File: src/rtl/pipeline_control_fsm_if.sv
// Decode/execute hazard inputs and pipeline control outputs of pipeline_control_fsm.
// master drives the decoder/EX-stage signals; slave is the control FSM side.
interface pipeline_control_fsm_if #(
    parameter int REG_ADDR_W = 4
);
    logic                  id_valid;
    logic [1:0]            id_reg_file_ren;
    logic [REG_ADDR_W-1:0] id_src_a;
    logic [REG_ADDR_W-1:0] id_src_b;
    logic                  id_return;
    logic                  id_halt;
    logic                  id_illegal;
    logic                  ex_load;
    logic [REG_ADDR_W-1:0] ex_dest;
    logic                  ex_branch_taken;
    logic                  resume;
    logic                  irq;
    logic                  pc_stall;
    logic                  if_id_stall;
    logic                  if_id_flush;
    logic                  id_ex_bubble;
    logic                  halted;
    logic                  exception;
    logic                  irq_ack;

    modport master (
        output id_valid, id_reg_file_ren, id_src_a, id_src_b, id_return, id_halt,
               id_illegal, ex_load, ex_dest, ex_branch_taken, resume, irq,
        input  pc_stall, if_id_stall, if_id_flush, id_ex_bubble, halted, exception,
               irq_ack
    );

    modport slave (
        input  id_valid, id_reg_file_ren, id_src_a, id_src_b, id_return, id_halt,
               id_illegal, ex_load, ex_dest, ex_branch_taken, resume, irq,
        output pc_stall, if_id_stall, if_id_flush, id_ex_bubble, halted, exception,
               irq_ack
    );
endinterface

File: src/rtl/pipeline_control_fsm.sv
// Pipeline hazard/flow controller: load-use stalls, branch flush, return wait, halt, exception.
// Define PIPELINE_CTRL_IRQ_EN to build the interrupt acceptance path (RUN and HALT).
//
// state    | meaning
// RUN      | normal issue, per-cycle hazard/event handling
// RET_WAIT | fetch held while a decoded return resolves
// HALT     | pipeline frozen until resume (or irq when enabled)
// EXC      | illegal opcode seen, frozen until resume
module pipeline_control_fsm #(
    parameter int REG_ADDR_W      = 4,
    parameter int RET_WAIT_CYCLES = 3
) (
    input  logic                    clk,
    input  logic                    rst_n,
    pipeline_control_fsm_if.slave   bus
);
    localparam int RW    = (RET_WAIT_CYCLES < 1) ? 1 : RET_WAIT_CYCLES;
    localparam int CNT_W = $clog2(RW + 1);

    typedef enum logic [1:0] {RUN, RET_WAIT, HALT, EXC} state_t;

    state_t             state_q, state_d;
    logic [CNT_W-1:0]   cnt_q, cnt_d;
    logic               load_use;
    logic               pc_stall, if_id_stall, if_id_flush, id_ex_bubble;
    logic               halted, exception, irq_ack;
    logic [REG_ADDR_W-1:0] src_a, src_b, dest;

    assign src_a = bus.id_src_a;
    assign src_b = bus.id_src_b;
    assign dest  = bus.ex_dest;

    assign load_use = bus.ex_load & bus.id_valid &
                      ((bus.id_reg_file_ren[0] & (src_a == dest)) |
                       (bus.id_reg_file_ren[1] & (src_b == dest)));

    always_comb begin
        state_d      = state_q;
        cnt_d        = cnt_q;
        pc_stall     = 1'b0;
        if_id_stall  = 1'b0;
        if_id_flush  = 1'b0;
        id_ex_bubble = 1'b0;
        halted       = 1'b0;
        exception    = 1'b0;
        irq_ack      = 1'b0;
        case (state_q)
            RUN: begin
                cnt_d = '0;
                if (bus.ex_branch_taken) begin
                    if_id_flush  = 1'b1;
                    id_ex_bubble = 1'b1;
                end else if (bus.id_valid && bus.id_illegal) begin
                    pc_stall     = 1'b1;
                    if_id_stall  = 1'b1;
                    id_ex_bubble = 1'b1;
                    state_d      = EXC;
                end else if (bus.id_valid && bus.id_return) begin
                    // the return itself proceeds into EX, so no bubble here
                    pc_stall    = 1'b1;
                    if_id_flush = 1'b1;
                    cnt_d       = CNT_W'(RW);
                    state_d     = RET_WAIT;
                end else if (bus.id_valid && bus.id_halt) begin
                    pc_stall     = 1'b1;
                    if_id_stall  = 1'b1;
                    id_ex_bubble = 1'b1;
                    state_d      = HALT;
                end else if (load_use) begin
                    pc_stall     = 1'b1;
                    if_id_stall  = 1'b1;
                    id_ex_bubble = 1'b1;
`ifdef PIPELINE_CTRL_IRQ_EN
                end else if (bus.irq) begin
                    irq_ack     = 1'b1;
                    if_id_flush = 1'b1;
`endif
                end
            end
            RET_WAIT: begin
                pc_stall     = 1'b1;
                if_id_flush  = 1'b1;
                id_ex_bubble = 1'b1;
                cnt_d        = cnt_q - 1'b1;
                if (cnt_q == CNT_W'(1)) state_d = RUN;
            end
            HALT: begin
                pc_stall     = 1'b1;
                if_id_stall  = 1'b1;
                id_ex_bubble = 1'b1;
                halted       = 1'b1;
                if (bus.resume) state_d = RUN;
`ifdef PIPELINE_CTRL_IRQ_EN
                if (bus.irq) begin
                    irq_ack = 1'b1;
                    state_d = RUN;
                end
`endif
            end
            EXC: begin
                pc_stall     = 1'b1;
                if_id_stall  = 1'b1;
                id_ex_bubble = 1'b1;
                exception    = 1'b1;
                if (bus.resume) state_d = RUN;
            end
            default: state_d = RUN;
        endcase
    end

    always_ff @(posedge clk or negedge rst_n) begin
        if (!rst_n) begin
            state_q <= RUN;
            cnt_q   <= '0;
        end else begin
            state_q <= state_d;
            cnt_q   <= cnt_d;
        end
    end

    // reset must silence outputs immediately, even while RUN sees live events
    assign bus.pc_stall     = rst_n & pc_stall;
    assign bus.if_id_stall  = rst_n & if_id_stall;
    assign bus.if_id_flush  = rst_n & if_id_flush;
    assign bus.id_ex_bubble = rst_n & id_ex_bubble;
    assign bus.halted       = rst_n & halted;
    assign bus.exception    = rst_n & exception;
    assign bus.irq_ack      = rst_n & irq_ack;
endmodule

File: src/flat_wrapper.sv
// flat-port wrapper written by rule: the top's interface ports become plain ports
module pipeline_control_fsm_flat 
#(
    parameter int REG_ADDR_W      = 4,
    parameter int RET_WAIT_CYCLES = 3
)
  (clk, rst_n, bus_id_valid, bus_id_reg_file_ren, bus_id_src_a, bus_id_src_b, bus_id_return, bus_id_halt, bus_id_illegal, bus_ex_load, bus_ex_dest, bus_ex_branch_taken, bus_resume, bus_irq, bus_pc_stall, bus_if_id_stall, bus_if_id_flush, bus_id_ex_bubble, bus_halted, bus_exception, bus_irq_ack);
  pipeline_control_fsm_if #(.REG_ADDR_W(REG_ADDR_W)) bus_i ();
  input  logic clk;
  input  logic rst_n;
  input wire logic [$bits(bus_i.id_valid)-1:0] bus_id_valid;
  input wire logic [$bits(bus_i.id_reg_file_ren)-1:0] bus_id_reg_file_ren;
  input wire logic [$bits(bus_i.id_src_a)-1:0] bus_id_src_a;
  input wire logic [$bits(bus_i.id_src_b)-1:0] bus_id_src_b;
  input wire logic [$bits(bus_i.id_return)-1:0] bus_id_return;
  input wire logic [$bits(bus_i.id_halt)-1:0] bus_id_halt;
  input wire logic [$bits(bus_i.id_illegal)-1:0] bus_id_illegal;
  input wire logic [$bits(bus_i.ex_load)-1:0] bus_ex_load;
  input wire logic [$bits(bus_i.ex_dest)-1:0] bus_ex_dest;
  input wire logic [$bits(bus_i.ex_branch_taken)-1:0] bus_ex_branch_taken;
  input wire logic [$bits(bus_i.resume)-1:0] bus_resume;
  input wire logic [$bits(bus_i.irq)-1:0] bus_irq;
  output wire logic [$bits(bus_i.pc_stall)-1:0] bus_pc_stall;
  output wire logic [$bits(bus_i.if_id_stall)-1:0] bus_if_id_stall;
  output wire logic [$bits(bus_i.if_id_flush)-1:0] bus_if_id_flush;
  output wire logic [$bits(bus_i.id_ex_bubble)-1:0] bus_id_ex_bubble;
  output wire logic [$bits(bus_i.halted)-1:0] bus_halted;
  output wire logic [$bits(bus_i.exception)-1:0] bus_exception;
  output wire logic [$bits(bus_i.irq_ack)-1:0] bus_irq_ack;
  assign bus_i.id_valid = bus_id_valid;
  assign bus_i.id_reg_file_ren = bus_id_reg_file_ren;
  assign bus_i.id_src_a = bus_id_src_a;
  assign bus_i.id_src_b = bus_id_src_b;
  assign bus_i.id_return = bus_id_return;
  assign bus_i.id_halt = bus_id_halt;
  assign bus_i.id_illegal = bus_id_illegal;
  assign bus_i.ex_load = bus_ex_load;
  assign bus_i.ex_dest = bus_ex_dest;
  assign bus_i.ex_branch_taken = bus_ex_branch_taken;
  assign bus_i.resume = bus_resume;
  assign bus_i.irq = bus_irq;
  assign bus_pc_stall = bus_i.pc_stall;
  assign bus_if_id_stall = bus_i.if_id_stall;
  assign bus_if_id_flush = bus_i.if_id_flush;
  assign bus_id_ex_bubble = bus_i.id_ex_bubble;
  assign bus_halted = bus_i.halted;
  assign bus_exception = bus_i.exception;
  assign bus_irq_ack = bus_i.irq_ack;
  pipeline_control_fsm #(.REG_ADDR_W(REG_ADDR_W), .RET_WAIT_CYCLES(RET_WAIT_CYCLES)) u_core (.clk(clk), .rst_n(rst_n), .bus(bus_i));
endmodule
File: config.mk
export PLATFORM = sky130hd
export DESIGN_NAME = pipeline_control_fsm_flat
export DESIGN_NICKNAME = d
export VERILOG_FILES = /design/src/rtl/pipeline_control_fsm_if.sv /design/src/rtl/pipeline_control_fsm.sv /design/src/flat_wrapper.sv
export SDC_FILE = /design/constraint.sdc
export NUM_CORES = 1
export LEC_CHECK = 0
export ABC_AREA = 1
export CAP_MARGIN = 20
export CORE_MARGIN = 2
export CORE_UTILIZATION = 31
export DETAILED_ROUTE_END_ITERATION = 6
export HOLD_SLACK_MARGIN = 0.02
export PLACE_DENSITY = 0.73
export SYNTH_ARGS = -nofsm -noshare
export SYNTH_HDL_FRONTEND = slang
export SYNTH_SLANG_ARGS = --single-unit
File: constraint.sdc
create_clock -name clk -period 1 [get_ports clk]
set_input_delay 0.2 -clock clk [delete_from_list [all_inputs] [get_ports clk]]
set_output_delay 0.2 -clock clk [all_outputs]
set_load 0.005 [all_outputs]
Fig. 1: run 1, clock routing
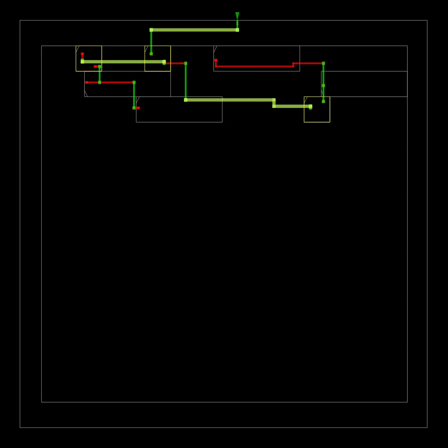
flop count: 4
CTS sink cnt: 4

Fig. 2: run 1, signal wires on met3
The bar under the picture is 10 µm long.
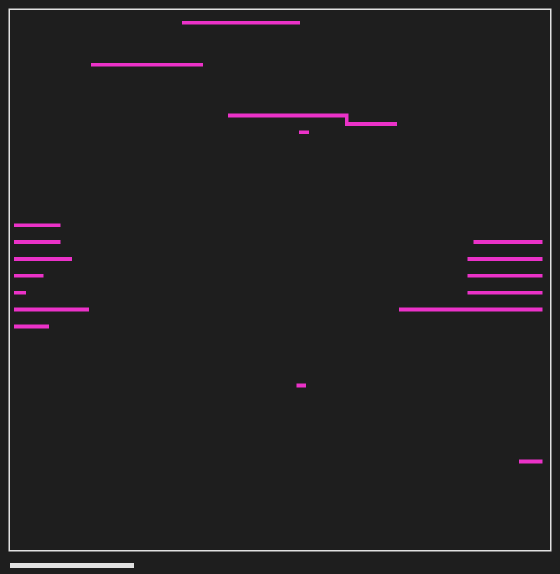
longest straight run	11.3 µm
wire length on this layer	90.2 µm
share of all routed wire	5.3%
nets with wire on the layer	16
vias: 687
Routed Wire Length: 1700 µm
met3 Use GR: 6.67%

==> flow_summary.ini, run 1 <==
; yosys + openroad results
[status]
outcome = finished with violations
violations = setup timing

[worst_setup_path]
cp-end-kind = output port
critPathMaxFanout = 3
required_ps = 800
worst-r2r-cell-count = 8
rr_startpoint = u_core.state_q[1]$_DFFE_PN0P_

[synth]
synthesis.nets = 110
numSynthFlops = 4
area_leaders = dfrtp_1, nand2_1, inv_1
ys_seq_share_pct = 20.7
ys.flop_type = dfrtp_1

[power]
power.internal_mw = 1.07
comb-power_mw = 1.33
netSwitchingPower_uw = 726
pwr_density_cell_mw_per_mm2 = 1820
peakVddDrop_v = 0.00136
top_power_group = combinational cells
powerSeq_uw = 261

[clocking]
numCtsBuffers = 3
clock_latency_ps = 240
cts_tree = yes
cts.htree.levels = 1

[timing]
setup_violations = 10
rsz0062_at_grt = yes
setup_ws_ps = -463
fin_crit_ps = 1460

[detailed_routing]
drc = 0
routedWlPerCell_um = 11.2
ant_nets = 0
met3_length_um = 90

[die]
die_w_um = 43.5

[place]
portBuffers = 28

[cells_and_area]
fillers = 136
drive_gt1_share_pct = 48.1

[global_routing]
antenna_found_initial = 0
grt_pass1_vias = 739
grt_overflow = 0
grt_max_degree = 5
Fig. 3: run 1, cell classes on the final placement
Fill, decap, tap and diode cells in gray.
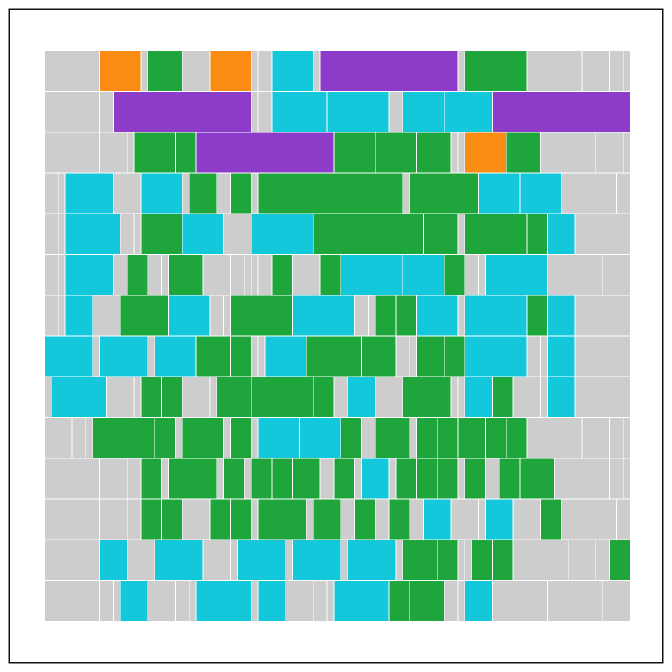
color	class	cells
orange	cells driving clock nets	3
green	all other logic	80
cyan	other buffers and delay cells	48
purple	flip-flops	4
# rows: 14
fin util: 66.1%
core area: 0.00149 mm²

run 1: kinds of logic after synthesis:
family	Yosys count	share of synthesized area, %
and+or+nand+nor	48	40.1
other	1	0.774
DFF	4	20.7
AOI/OAI and AO/OA	10	16.8
adders and majority gates	1	2.58
buffers and inverters	19	15.5
xor gates and xnor gates	2	3.62
run 1: worst max path at each step:
stage	endpoint	slack [ps]	from	depth (start not counted)
4_1_cts	bus_pc_stall	-440	u_core.state_q[1]$_DFFE_PN0P_	5
3_3_place_gp	bus_id_ex_bubble	-1070	bus_ex_dest[1]	12
5_1_grt	bus_pc_stall	-520	u_core.state_q[0]$_DFFE_PN0P_	5
3_5_place_dp	bus_id_ex_bubble	-1100	bus_ex_dest[3]	12
2_1_floorplan	bus_pc_stall	-10	u_core.state_q[0]$_DFFE_PN0P_	3
6_report	bus_pc_stall	-460	u_core.state_q[0]$_DFFE_PN0P_	5
run 1: worst max-delay path: cells and delay by family (launching register included):
kind	cells	cell delay [ps]
compound gates	1	170
buf+inv	2	250
flops	1	390
simple gates	2	220
run 1: metrics by stage:
| step | TNS, ps | std cells | area [µm²] | total power, mW |
|---|---|---|---|---|
| floorplan | -11.7 | 85 | 489 | 0.623 |
| global placement | -6870 | 139 | 865 | 1.07 |
| detailed placement | -7080 | 139 | 865 | 1.09 |
| CTS | -3010 | 153 | 1000 | 1.68 |
| global route | -3510 | 151 | 985 | 1.92 |
| finish | -2930 | 151 | 985 | 1.80 |
run 1: final cells by class:
type	instances	area [µm²]	share of cell area, %
Multi-Input combinational cell	62	397	40.3
Timing Repair Buffer	48	375	38.1
Sequential cell	4	100	10.2
Inverter	18	70.1	7.12
Clock buffer	3	22.5	2.29
Tap cell	16	20.0	2.03
==> run 2: changes to the inputs <==
--- a/config.mk
+++ b/config.mk
@@ -8,10 +8,11 @@
 export ABC_AREA = 1
 export CAP_MARGIN = 20
 export CORE_MARGIN = 2
-export CORE_UTILIZATION = 31
+export CORE_UTILIZATION = 37
 export DETAILED_ROUTE_END_ITERATION = 6
 export HOLD_SLACK_MARGIN = 0.02
-export PLACE_DENSITY = 0.73
+export PLACE_DENSITY = 0.82
+export RECOVER_POWER = 50
 export SYNTH_ARGS = -nofsm -noshare
 export SYNTH_HDL_FRONTEND = slang
 export SYNTH_SLANG_ARGS = --single-unit
==> constraint.sdc (replaced) <==
create_clock -name clk -period 1.8 [get_ports clk]
set_input_delay 0.36 -clock clk [delete_from_list [all_inputs] [get_ports clk]]
set_output_delay 0.36 -clock clk [all_outputs]
set_load 0.005 [all_outputs]
==> run 2 against run 1 <==
  * The run now ends clean
  * Critical path depth unchanged
  * Worst setup slack improved by 550 ps
  * Cell count decreased by 8.6%
  * Non-clock buffer count decreased by 12
  * Largest power group unchanged
  * Highest routed layer is now met3
==> flow_summary.ini, run 2 <==
; yosys + openroad results
[synth]
synth_top_area_share_pct = 20.7
synthesis.nets = 110
ys.flop_type = dfrtp_1
netlist_area_um2 = 484
synth_cells = 85
synth-edff-count = 0
syn_avg_cell_area_um2 = 5.70
netlist_top_cells_count = nand2_1, inv_1, nor2_1
numSynthFlops = 4
ys_seq_share_pct = 20.7
area_leaders = dfrtp_1, nand2_1, inv_1
top_cell = nand2_1
yosysUniqueCellTypes = 19
yosys_cells = 85

[place]
dp.cells = 134
gp_congestion = 0.768
portBuffers = 28
post-dp-hpwl_um = 1100

[worst_setup_path]
critPathMaxFanout = 3
required_ps = 1440
cp-end-kind = output port
critical_path_class = in2out
crit_arrival_ps = 1350

[status]
outcome = complete, no violations

[detailed_routing]
highest_layer = met3
m1WireLength_um = 605
drtIter0Drc = 3
met3_length_um = 52
drc = 0
ant_nets = 0
wl_met2_um = 589

[global_routing]
grt_max_degree = 6
grt_overflow = 0
grt_pass1_vias = 538
use_met2_pct = 31.9
busiest_layer = met2
antenna_found_initial = 0
grt_util_met3_pct = 6.67

[hold_path]
hold_path_class = in2async

[clocking]
cts_tree = yes
clock_latency_ps = 230
cts.sink_count = 4
cts.htree.levels = 1
cts_root_buf = clkbuf_4
numCtsBuffers = 3
cts_resized = 36

[cells_and_area]
nNonClkInverters = 18
largest_class = multi-input combinational cells
comb_share_pct = 41.0
regArea_um2 = 100
buffer_area_share_pct = 33.1
layout.cells.most_common = nand2_1
layout.nets = 150
fillers = 132
drive_gt1_share_pct = 30.9
ff_count = 4
antenna_cells = 0
syn_to_final_growth_pct = 66.9
comb_area_um2 = 332
buffers = 36
final_cells = 138
clockBufferCount = 3
nMultiInputCombCells = 62
clock_cell_area_share_pct = 2.79
sh_seq_area_pct = 12.4

[timing]
setup_violations = 0
finalHoldViolCount = 0
rsz0062_at_grt = no
fin_crit_ps = 1710
fin_crit_sh_pct = 95.3
maxSlewViolCount = 0
max_freq_mhz = 583
fin_skew_ps = 5.90

[die]
rows = 13
fp_util_pct = 38.7
fp.dieH_um = 40.2
tapCellCount = 15
core_area_mm2 = 0.00125
die_w_um = 40.2

[power]
pwr_density_cell_mw_per_mm2 = 762
power_uw = 616
peakVddDrop_v = 0.000542
## run 2: final timing paths
path                                                from                       endpoint  slack [ps]  cells after the start
setup / recovery                     bus_ex_branch_taken                   bus_pc_stall          90                      5
hold / removal                                     rst_n    u_core.cnt_q[1]$_DFFE_PN0N_         250                      2
setup reg to reg           u_core.state_q[0]$_DFFE_PN0P_  u_core.state_q[0]$_DFFE_PN0P_         650                      7
hold reg to reg              u_core.cnt_q[0]$_DFFE_PN0N_    u_core.cnt_q[0]$_DFFE_PN0N_         520                      1
max in group asynchronous                          rst_n  u_core.state_q[0]$_DFFE_PN0P_        1360                      2
min in group clk             u_core.cnt_q[0]$_DFFE_PN0N_    u_core.cnt_q[0]$_DFFE_PN0N_         520                      1
## run 2: critical path, cell delays in order
cell and delay, ps:
clkdlybuf4s50_1 520, a21o_1 120, nand2_2 50, o21a_1 180, buf_2 120
## run 2: logic make-up after synthesis
logic type | Yosys count | share of synthesized area, %
and+or+nand+nor | 48 | 40.1
buffers and inverters | 19 | 15.5
AOI/OAI and AO/OA | 10 | 16.8
DFF | 4 | 20.7
xor gates and xnor gates | 2 | 3.62
adders and majority gates | 1 | 2.58
other | 1 | 0.774
## run 2: through the flow
step                utilization [%]  setup slack [ps]  hold WS, ps  area, µm²  setup TNS [ps]
floorplan                         -               483         64.4        484               0
global placement               66.1              -594          513        828           -2390
detailed placement             66.1              -603          516        828           -2440
CTS                            65.7              9.09          218        823               0
global route                   64.5              5.45          274        808               0
finish                         64.5              85.2          247        808               0
## run 2: power breakdown
part           internal [mW]  leakage (nW)  switching [mW]  total, mW
Clock                 0.0742        0.0138          0.0323      0.107
Combinational          0.179         0.431           0.187      0.366
Sequential             0.123        0.0521          0.0203      0.143
Fig. 4: run 2, wire density map
The bar under the picture is 10 µm long. 8 x 8 tiles, from dark blue (low) to red (high), scaled to the fullest tile. Values are wire area over tile area, all layers added.
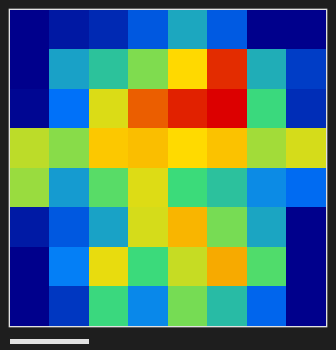
nearly empty tiles	16%
densest ninth of the die	center
emptiest ninth of the die	upper left
vias: 613
GRT Util Overall: 18.2%
Routed Wire Length: 1250 µm
average wire per standard cell: 9.04 µm

Fig. 5: run 2, metal 1
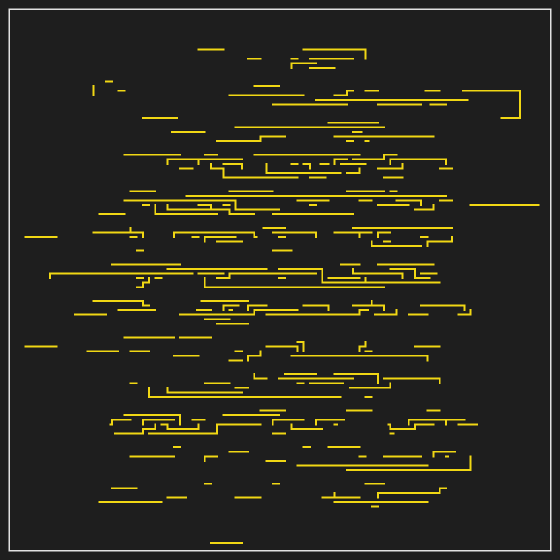
wire length on this layer	605 µm
longest straight run	19.3 µm
nets with wire on the layer	131
main direction	horizontal
share of all routed wire	49%
M1 GR Usage: 22.6%

==> run 3: changes to the inputs <==
--- a/config.mk
+++ b/config.mk
@@ -9,8 +9,8 @@
 export CAP_MARGIN = 20
 export CORE_MARGIN = 2
 export CORE_UTILIZATION = 37
+export CTS_CLUSTER_SIZE = 14
 export DETAILED_ROUTE_END_ITERATION = 6
-export HOLD_SLACK_MARGIN = 0.02
 export PLACE_DENSITY = 0.82
 export RECOVER_POWER = 50
 export SYNTH_ARGS = -nofsm -noshare
==> run 3 against run 2 <==
  * Worst setup slack did not move
  * Die area did not move
  * Clock-buffer cell count did not move
  * Critical path depth did not move
  * Fmax did not move
  * Non-clock buffer count did not move
  * Cell count did not move
  * Design area did not move
  * Utilization did not move
  * Combinational power barely moved
  * Wire length did not move
  * Critical endpoint unchanged
  * Largest cell class unchanged
  * Largest power group unchanged
==> flow_summary.ini, run 3 <==
; yosys + openroad results
[status]
outcome = complete, no violations

[timing]
setup_ws_ps = 85.2
totalNegativeSetupSlack_ps = 0
fin_crit_sh_pct = 95.3
finalHoldViolCount = 0
maxSlewViolCount = 0
timing.hold.ws_ps = 247
max_freq_mhz = 583

[place]
portBuffers = 28
post-dp-hpwl_um = 1100
dp_slack_ps = -603
gp_congestion = 0.768

[detailed_routing]
routedWlPerCell_um = 9.04
drtIter0Drc = 3
ant_nets = 0

[worst_setup_path]
rr_startpoint = u_core.state_q[0]$_DFFE_PN0P_
r2r_slack_ps = 650
critPathBufInv = 2
required_ps = 1440
critPathMaxFanout = 3
crit_family = buffers and inverters
cpPeakStageDelay_ps = 520
critPathLaunch = bus_ex_branch_taken
r2r-end = u_core.state_q[0]$_DFFE_PN0P_
path_cells = clkdlybuf4s50_1 > a21o_1 > nand2_2 > o21a_1 > buf_2

[synth]
synth_top_area_share_pct = 20.7
syn_avg_cell_area_um2 = 5.70
area_leaders = dfrtp_1, nand2_1, inv_1
netlist_top_cells_count = nand2_1, inv_1, nor2_1
synth-edff-count = 0
ys_seq_share_pct = 20.7

[power]
peakVddDrop_v = 0.000542
pwr_density_cell_mw_per_mm2 = 762

[global_routing]
grt_pass1_vias = 538
grt_overflow = 0
grt_max_degree = 6
globalRouteTotalUtil_pct = 18.2

[hold_path]
hold_path_class = in2async

[clocking]
cts_root_buf = clkbuf_4
cts.sink_count = 4

[die]
die_w_um = 40.2

[cells_and_area]
final_cells = 138
antenna_cells = 0
syn_to_final_growth_pct = 66.9
layout.cells.most_common = nand2_1
-- run 3: area by class of cell --
| class | instances | area (µm²) |
|---|---|---|
| clock buffers | 3 | 22.5 |
| fillers | 132 | 444 |
| inverters | 18 | 67.6 |
| multi-input cells | 62 | 332 |
| flip-flops and latches | 4 | 100 |
| well taps | 15 | 18.8 |
| repair buffers | 36 | 268 |
-- run 3: how the worst max path moves through the flow --
stage | endpoint | slack, ps | cells past startpoint
6_report | bus_pc_stall | 90 | 5
5_1_grt | bus_id_ex_bubble | 5 | 9
4_1_cts | bus_pc_stall | 9 | 10
3_3_place_gp | bus_pc_stall | -590 | 11
3_5_place_dp | bus_id_ex_bubble | -600 | 12
2_1_floorplan | bus_id_ex_bubble | 480 | 10
-- run 3: routing by layer --
layer	routed length [µm]	track usage, %	up-vias	part of all wire [%]
li1	-	-	335	-
met1	605	22.6	264	49
met2	589	31.9	14	47
met3	52	6.67	0	4.2
met4	0	0	0	0
met5	0	0	-	0
-- run 3: timing repair --
| action | in CTS | in global routing |
|---|---|---|
| pin swaps | 19 | 22 |
| gates resized | 36 | 32 |
| buffers inserted | 1 | 0 |
| endpoints found under the setup margin | 6 | 5 |
-- run 3: cells by family (layout without fill, tap and decap cells) --
family	Yosys count	after routing	synth area share [%]
other cells	1	1	0.774
fa+ha+maj	1	1	2.58
compound gates	10	10	16.8
flops	4	4	20.7
simple gates	48	48	40.1
xor+xnor	2	2	3.62
buf+inv	19	57	15.5
-- run 3: report_power, final --
group / switching [mW] / internal, mW
clock network: 0.0323 / 0.0742
registers: 0.0203 / 0.123
logic: 0.187 / 0.179
Fig. 6: run 3, cell classes on the final placement
Fill, decap, tap and diode cells in gray.
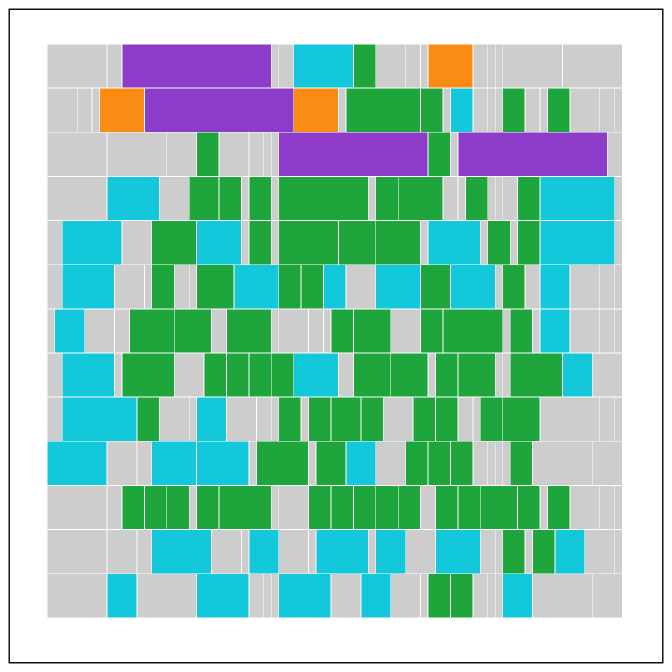
color	class	cells
cyan	other buffers and delay cells	36
purple	flip-flops	4
green	all other logic	80
orange	cells driving clock nets	3
Design Area, Final: 808 µm²
fraction of area in registers: 12.4%
# rows: 13

Fig. 7: run 3, clock routing
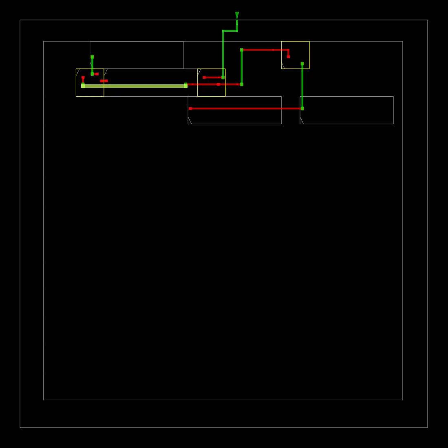
Setup Skew: 5.90 ps
number of buffers created by CTS: 3
clock latency on the worst-skew pair: 230 ps

Power is estimated from default activity; no workload was simulated.
